===== config.mk =====
export PLATFORM = sky130hd
export DESIGN_NAME = seq_div_unit
export DESIGN_NICKNAME = d
export VERILOG_FILES = /design/src/rtl/seq_div_pkg.sv /design/src/rtl/seq_div_step.sv /design/src/rtl/seq_div_unit.sv
export SDC_FILE = /design/constraint.sdc
export NUM_CORES = 1
export LEC_CHECK = 0
export CAP_MARGIN = 20
export CORE_UTILIZATION = 25
export DETAILED_ROUTE_END_ITERATION = 10
export PLACE_DENSITY = 0.48
export SETUP_SLACK_MARGIN = 0.02
export SYNTH_ARGS = -nofsm -noshare
export SYNTH_HDL_FRONTEND = slang
export SYNTH_SLANG_ARGS = --single-unit

===== constraint.sdc =====
create_clock -name clk -period 3 [get_ports clk]
set_input_delay 0.9 -clock clk [delete_from_list [all_inputs] [get_ports clk]]
set_output_delay 0.9 -clock clk [all_outputs]
set_load 0.02 [all_outputs]

===== src/rtl/seq_div_pkg.sv =====
// Shared constants and helpers for the sequential restoring divider.
package seq_div_pkg;

  localparam logic [1:0] ST_IDLE = 2'd0;
  localparam logic [1:0] ST_RUN  = 2'd1;
  localparam logic [1:0] ST_DONE = 2'd2;

  // Ceiling log2, used to size the iteration counter.
  function automatic int unsigned clog2(input int unsigned value);
    int unsigned res;
    res = 0;
    for (int unsigned i = 0; i < 32; i++) begin
      if ((32'd1 << i) < value) res = i + 1;
    end
    return res;
  endfunction

endpackage


===== src/rtl/seq_div_step.sv =====
// One combinational restoring-division step: shift in a bit, trial-subtract, restore on borrow.
module seq_div_step
  import seq_div_pkg::*;
#(
  parameter int unsigned WIDTH = 8
) (
  input  logic [WIDTH:0]   rem_i,
  input  logic             bit_i,
  input  logic [WIDTH-1:0] divisor_i,
  output logic [WIDTH:0]   rem_c,
  output logic             q_bit_c
);

  logic [WIDTH+1:0] shifted;
  logic [WIDTH+1:0] trial;

  // Partial remainder stays below the divisor, so the top bit of trial is a clean borrow.
  always_comb begin
    shifted = {rem_i, bit_i};
    trial   = shifted - {2'b00, divisor_i};
    q_bit_c = ~trial[WIDTH+1];
    rem_c   = q_bit_c ? trial[WIDTH:0] : shifted[WIDTH:0];
  end

endmodule


===== src/rtl/seq_div_unit.sv =====
// Sequential restoring divider, one quotient bit per clock, start/ready handshake.
// Optional two's-complement mode via SEQ_DIV_SIGNED_EN.
module seq_div_unit
  import seq_div_pkg::*;
#(
  parameter int unsigned WIDTH = 8
) (
  input  logic             clk,
  input  logic             reset,
  input  logic             start,
  input  logic [WIDTH-1:0] dividend,
  input  logic [WIDTH-1:0] divisor,
  output logic             ready,
  output logic             done,
  output logic [WIDTH-1:0] quotient,
  output logic [WIDTH-1:0] remainder,
  output logic             div_zero,
  output logic [1:0]       state
);

  localparam int unsigned CNT_W = clog2(WIDTH);

  logic [1:0]       state_q, state_d;
  logic [CNT_W-1:0] cnt_q, cnt_d;
  logic [WIDTH:0]   rem_q, rem_d;
  logic [WIDTH-1:0] qsh_q, qsh_d;
  logic [WIDTH-1:0] dvs_q, dvs_d;
  logic [WIDTH-1:0] quotient_q, quotient_d;
  logic [WIDTH-1:0] remainder_q, remainder_d;
  logic             div_zero_q, div_zero_d;
  logic             ready_q, ready_d;
  logic             done_q, done_d;
`ifdef SEQ_DIV_SIGNED_EN
  logic             q_neg_q, q_neg_d;
  logic             r_neg_q, r_neg_d;
`endif

  logic [WIDTH-1:0] dvd_mag, dvs_mag;
  logic [WIDTH-1:0] src_word, step_dvs, qsh_next, quo_fix, rem_fix;
  logic [WIDTH:0]   step_rem_in, step_rem;
  logic             step_q;

  // Operand magnitudes; signs are tracked separately and re-applied on entry to DONE.
  always_comb begin
`ifdef SEQ_DIV_SIGNED_EN
    dvd_mag = dividend[WIDTH-1] ? (~dividend + WIDTH'(1)) : dividend;
    dvs_mag = divisor[WIDTH-1]  ? (~divisor  + WIDTH'(1)) : divisor;
`else
    dvd_mag = dividend;
    dvs_mag = divisor;
`endif
  end

  // The accept edge performs the first step straight from the inputs, so RUN needs WIDTH-1 cycles.
  always_comb begin
    if (state_q == ST_RUN) begin
      step_rem_in = rem_q;
      src_word    = qsh_q;
      step_dvs    = dvs_q;
    end else begin
      step_rem_in = '0;
      src_word    = dvd_mag;
      step_dvs    = dvs_mag;
    end
  end

  seq_div_step #(.WIDTH(WIDTH)) u_step (
    .rem_i     (step_rem_in),
    .bit_i     (src_word[WIDTH-1]),
    .divisor_i (step_dvs),
    .rem_c     (step_rem),
    .q_bit_c   (step_q)
  );

  always_comb begin
    qsh_next = {src_word[WIDTH-2:0], step_q};
`ifdef SEQ_DIV_SIGNED_EN
    quo_fix = q_neg_q ? (~qsh_next + WIDTH'(1)) : qsh_next;
    rem_fix = r_neg_q ? (~step_rem[WIDTH-1:0] + WIDTH'(1)) : step_rem[WIDTH-1:0];
`else
    quo_fix = qsh_next;
    rem_fix = step_rem[WIDTH-1:0];
`endif
  end

  // Next-state and result update.
  always_comb begin
    state_d     = state_q;
    cnt_d       = cnt_q;
    rem_d       = rem_q;
    qsh_d       = qsh_q;
    dvs_d       = dvs_q;
    quotient_d  = quotient_q;
    remainder_d = remainder_q;
    div_zero_d  = div_zero_q;
`ifdef SEQ_DIV_SIGNED_EN
    q_neg_d     = q_neg_q;
    r_neg_d     = r_neg_q;
`endif
    case (state_q)
      ST_IDLE, ST_DONE: begin
        state_d = ST_IDLE;
        if (start) begin
          if (divisor == '0) begin
            state_d     = ST_DONE;
            quotient_d  = '1;
            remainder_d = dividend;
            div_zero_d  = 1'b1;
          end else begin
            state_d = ST_RUN;
            cnt_d   = CNT_W'(WIDTH - 2);
            rem_d   = step_rem;
            qsh_d   = qsh_next;
            dvs_d   = dvs_mag;
`ifdef SEQ_DIV_SIGNED_EN
            q_neg_d = dividend[WIDTH-1] ^ divisor[WIDTH-1];
            r_neg_d = dividend[WIDTH-1];
`endif
          end
        end
      end
      ST_RUN: begin
        rem_d = step_rem;
        qsh_d = qsh_next;
        if (cnt_q == '0) begin
          state_d     = ST_DONE;
          quotient_d  = quo_fix;
          remainder_d = rem_fix;
          div_zero_d  = 1'b0;
        end else begin
          cnt_d = cnt_q - CNT_W'(1);
        end
      end
      default: state_d = ST_IDLE;
    endcase
    ready_d = (state_d == ST_IDLE) || (state_d == ST_DONE);
    done_d  = (state_d == ST_DONE);
  end

  always_ff @(posedge clk) begin
    if (reset) begin
      state_q     <= ST_IDLE;
      cnt_q       <= '0;
      rem_q       <= '0;
      qsh_q       <= '0;
      dvs_q       <= '0;
      quotient_q  <= '0;
      remainder_q <= '0;
      div_zero_q  <= 1'b0;
      ready_q     <= 1'b1;
      done_q      <= 1'b0;
`ifdef SEQ_DIV_SIGNED_EN
      q_neg_q     <= 1'b0;
      r_neg_q     <= 1'b0;
`endif
    end else begin
      state_q     <= state_d;
      cnt_q       <= cnt_d;
      rem_q       <= rem_d;
      qsh_q       <= qsh_d;
      dvs_q       <= dvs_d;
      quotient_q  <= quotient_d;
      remainder_q <= remainder_d;
      div_zero_q  <= div_zero_d;
      ready_q     <= ready_d;
      done_q      <= done_d;
`ifdef SEQ_DIV_SIGNED_EN
      q_neg_q     <= q_neg_d;
      r_neg_q     <= r_neg_d;
`endif
    end
  end

  assign ready     = ready_q;
  assign done      = done_q;
  assign quotient  = quotient_q;
  assign remainder = remainder_q;
  assign div_zero  = div_zero_q;
  assign state     = state_q;

endmodule

Fig. 1: where the registers sit
Scale bar: 20 µm. Other sequential cells in the stronger grey, the rest of the logic in the fainter grey.
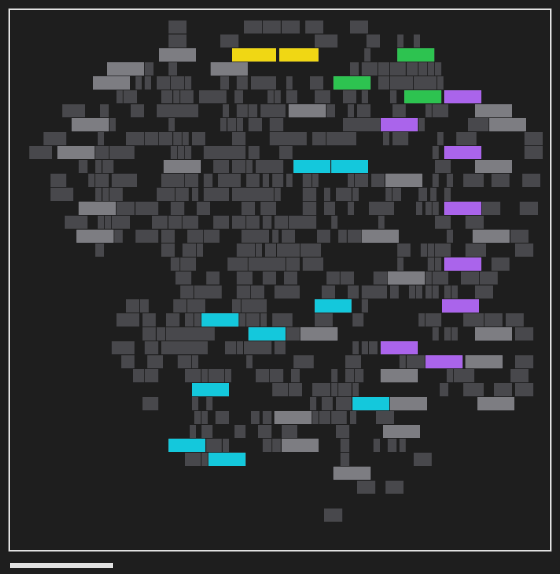
state: marked yellow, flops 2. rem_q: marked cyan, flops 9. qsh_q: marked purple, flops 8. cnt_q: marked green, flops 3.
Another 27 sequential cells are not coloured.
register share of the cell area: 25.56%
Power Sequential: 0.749 mW
final core occ: 37.37%
Flop area: 985.9 µm²

Fig. 2: signal metal coverage by tile
21 x 21 tiles, from dark blue (low) to red (high), scaled to the fullest tile. Values are wire area over tile area, all layers added.
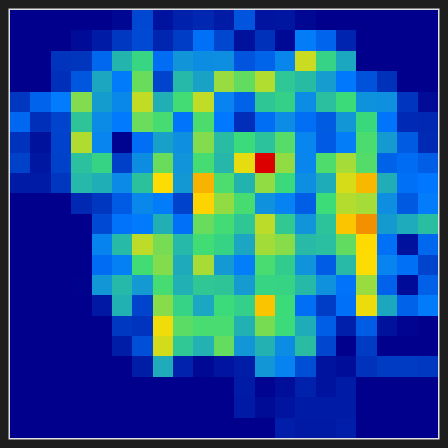
The mean over all tiles is 0.11. 14% of the tiles are over half the peak. The densest ninth of the die: centre.
Via Count: 2655
Routed Wire Length: 8.077 mm
GRT Overall Usage: 14.63%
routed len/inst: 14.74 µm

Fig. 3: cell sizes after repair
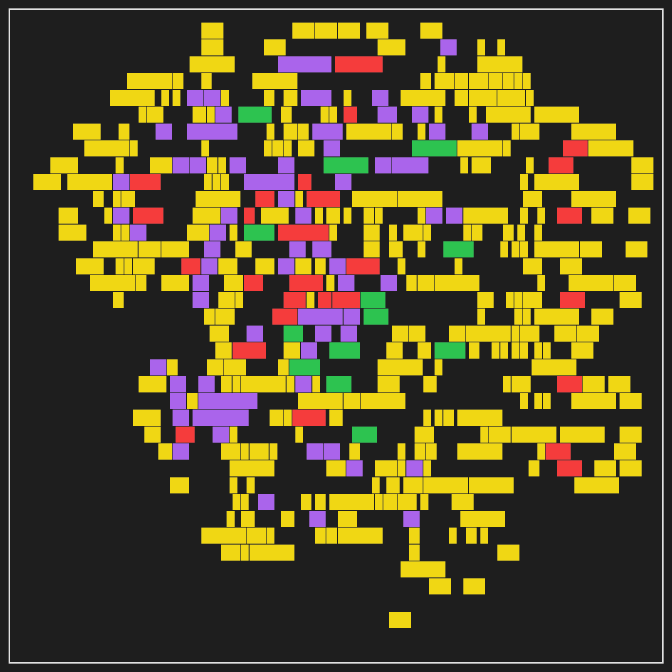
x2: marked red, cells 27, share 6.6%. x1 and smaller: marked yellow, cells 307, share 75%. x6 and larger: marked green, cells 13, share 3.2%. x3 and x4: marked purple, cells 65, share 16%.

==> results.py <==
# Metrics from the implementation run
metrics = {
    "cells_and_area": {
        "top_register": "rem_q",
        "layout_top_cell": "nand2_1",
        "comb_share_pct": 43.14,
        "diodes": 0,
        "final_area_mm2": 0.003857,
    },
    "global_route": {
        "grt_overflow_total": 0,
        "grt_antenna_before_repair": 0,
    },
    "timing": {
        "fin_setup_tns_ns": 0,
        "finalMaxSlewViolations": 0,
        "hold_slack_ns": 0.4627,
        "slew-limit-headroom_pct": 46.54,
        "tightest_slew_ns": 0.7990,
    },
    "synth": {
        "top_cells_by_count": "nand2_1 (68), dfxtp_1 (49), nor2_1 (27)",
        "ys_area_mm2": 0.002669,
        "netlist.area_leader.share_pct": 36.76,
        "xor_share_pct": 1.969,
        "edf_count": 0,
        "ys_top_logic_family": "AND-OR/OR-AND gates",
        "synth_area_mm2": 0.002669,
        "topCellsByArea": "dfxtp_1 (37%), nand2_1 (9.6%), ha_1 (4.7%), mux2i_1 (4.1%), a311oi_1 (3.9%)",
    },
    "pwr": {
        "p_seq_share_pct": 42.0,
        "power_density_mw_per_mm2": 462.1,
        "p_comb_mw": 0.628,
        "ir_drop_mv": 0.2264,
        "p_total_mw": 1.782,
        "clk-power_mw": 0.405,
        "leakagePower_nw": 1.579,
    },
    "worst_setup_path": {
        "cp-end-kind": "flop",
        "criticalPathCategory": "in -> reg",
        "r2r-start": "state[1]$_SDFF_PP0_",
        "cp_num_buf_inv": 3,
        "cp_slowest_stage_delay_ns": 0.47,
    },
    "die": {
        "taps": 136,
        "die_area_mm2": 0.01109,
    },
    "placed_design": {
        "post_dp_cell_area_mm2": 0.003537,
        "port_buffers": 39,
        "place_ws_ns": -0.4928,
    },
    "worst_hold_path": {
        "hold_start": "dvs_q[4]$_SDFFE_PP0P_",
    },
    "clock_tree": {
        "postCtsHoldBufs": 0,
    },
    "run_status": {
        "status": "complete, no violations",
    },
}
Power figures rest on the tool's default switching activity, not on a simulated workload.
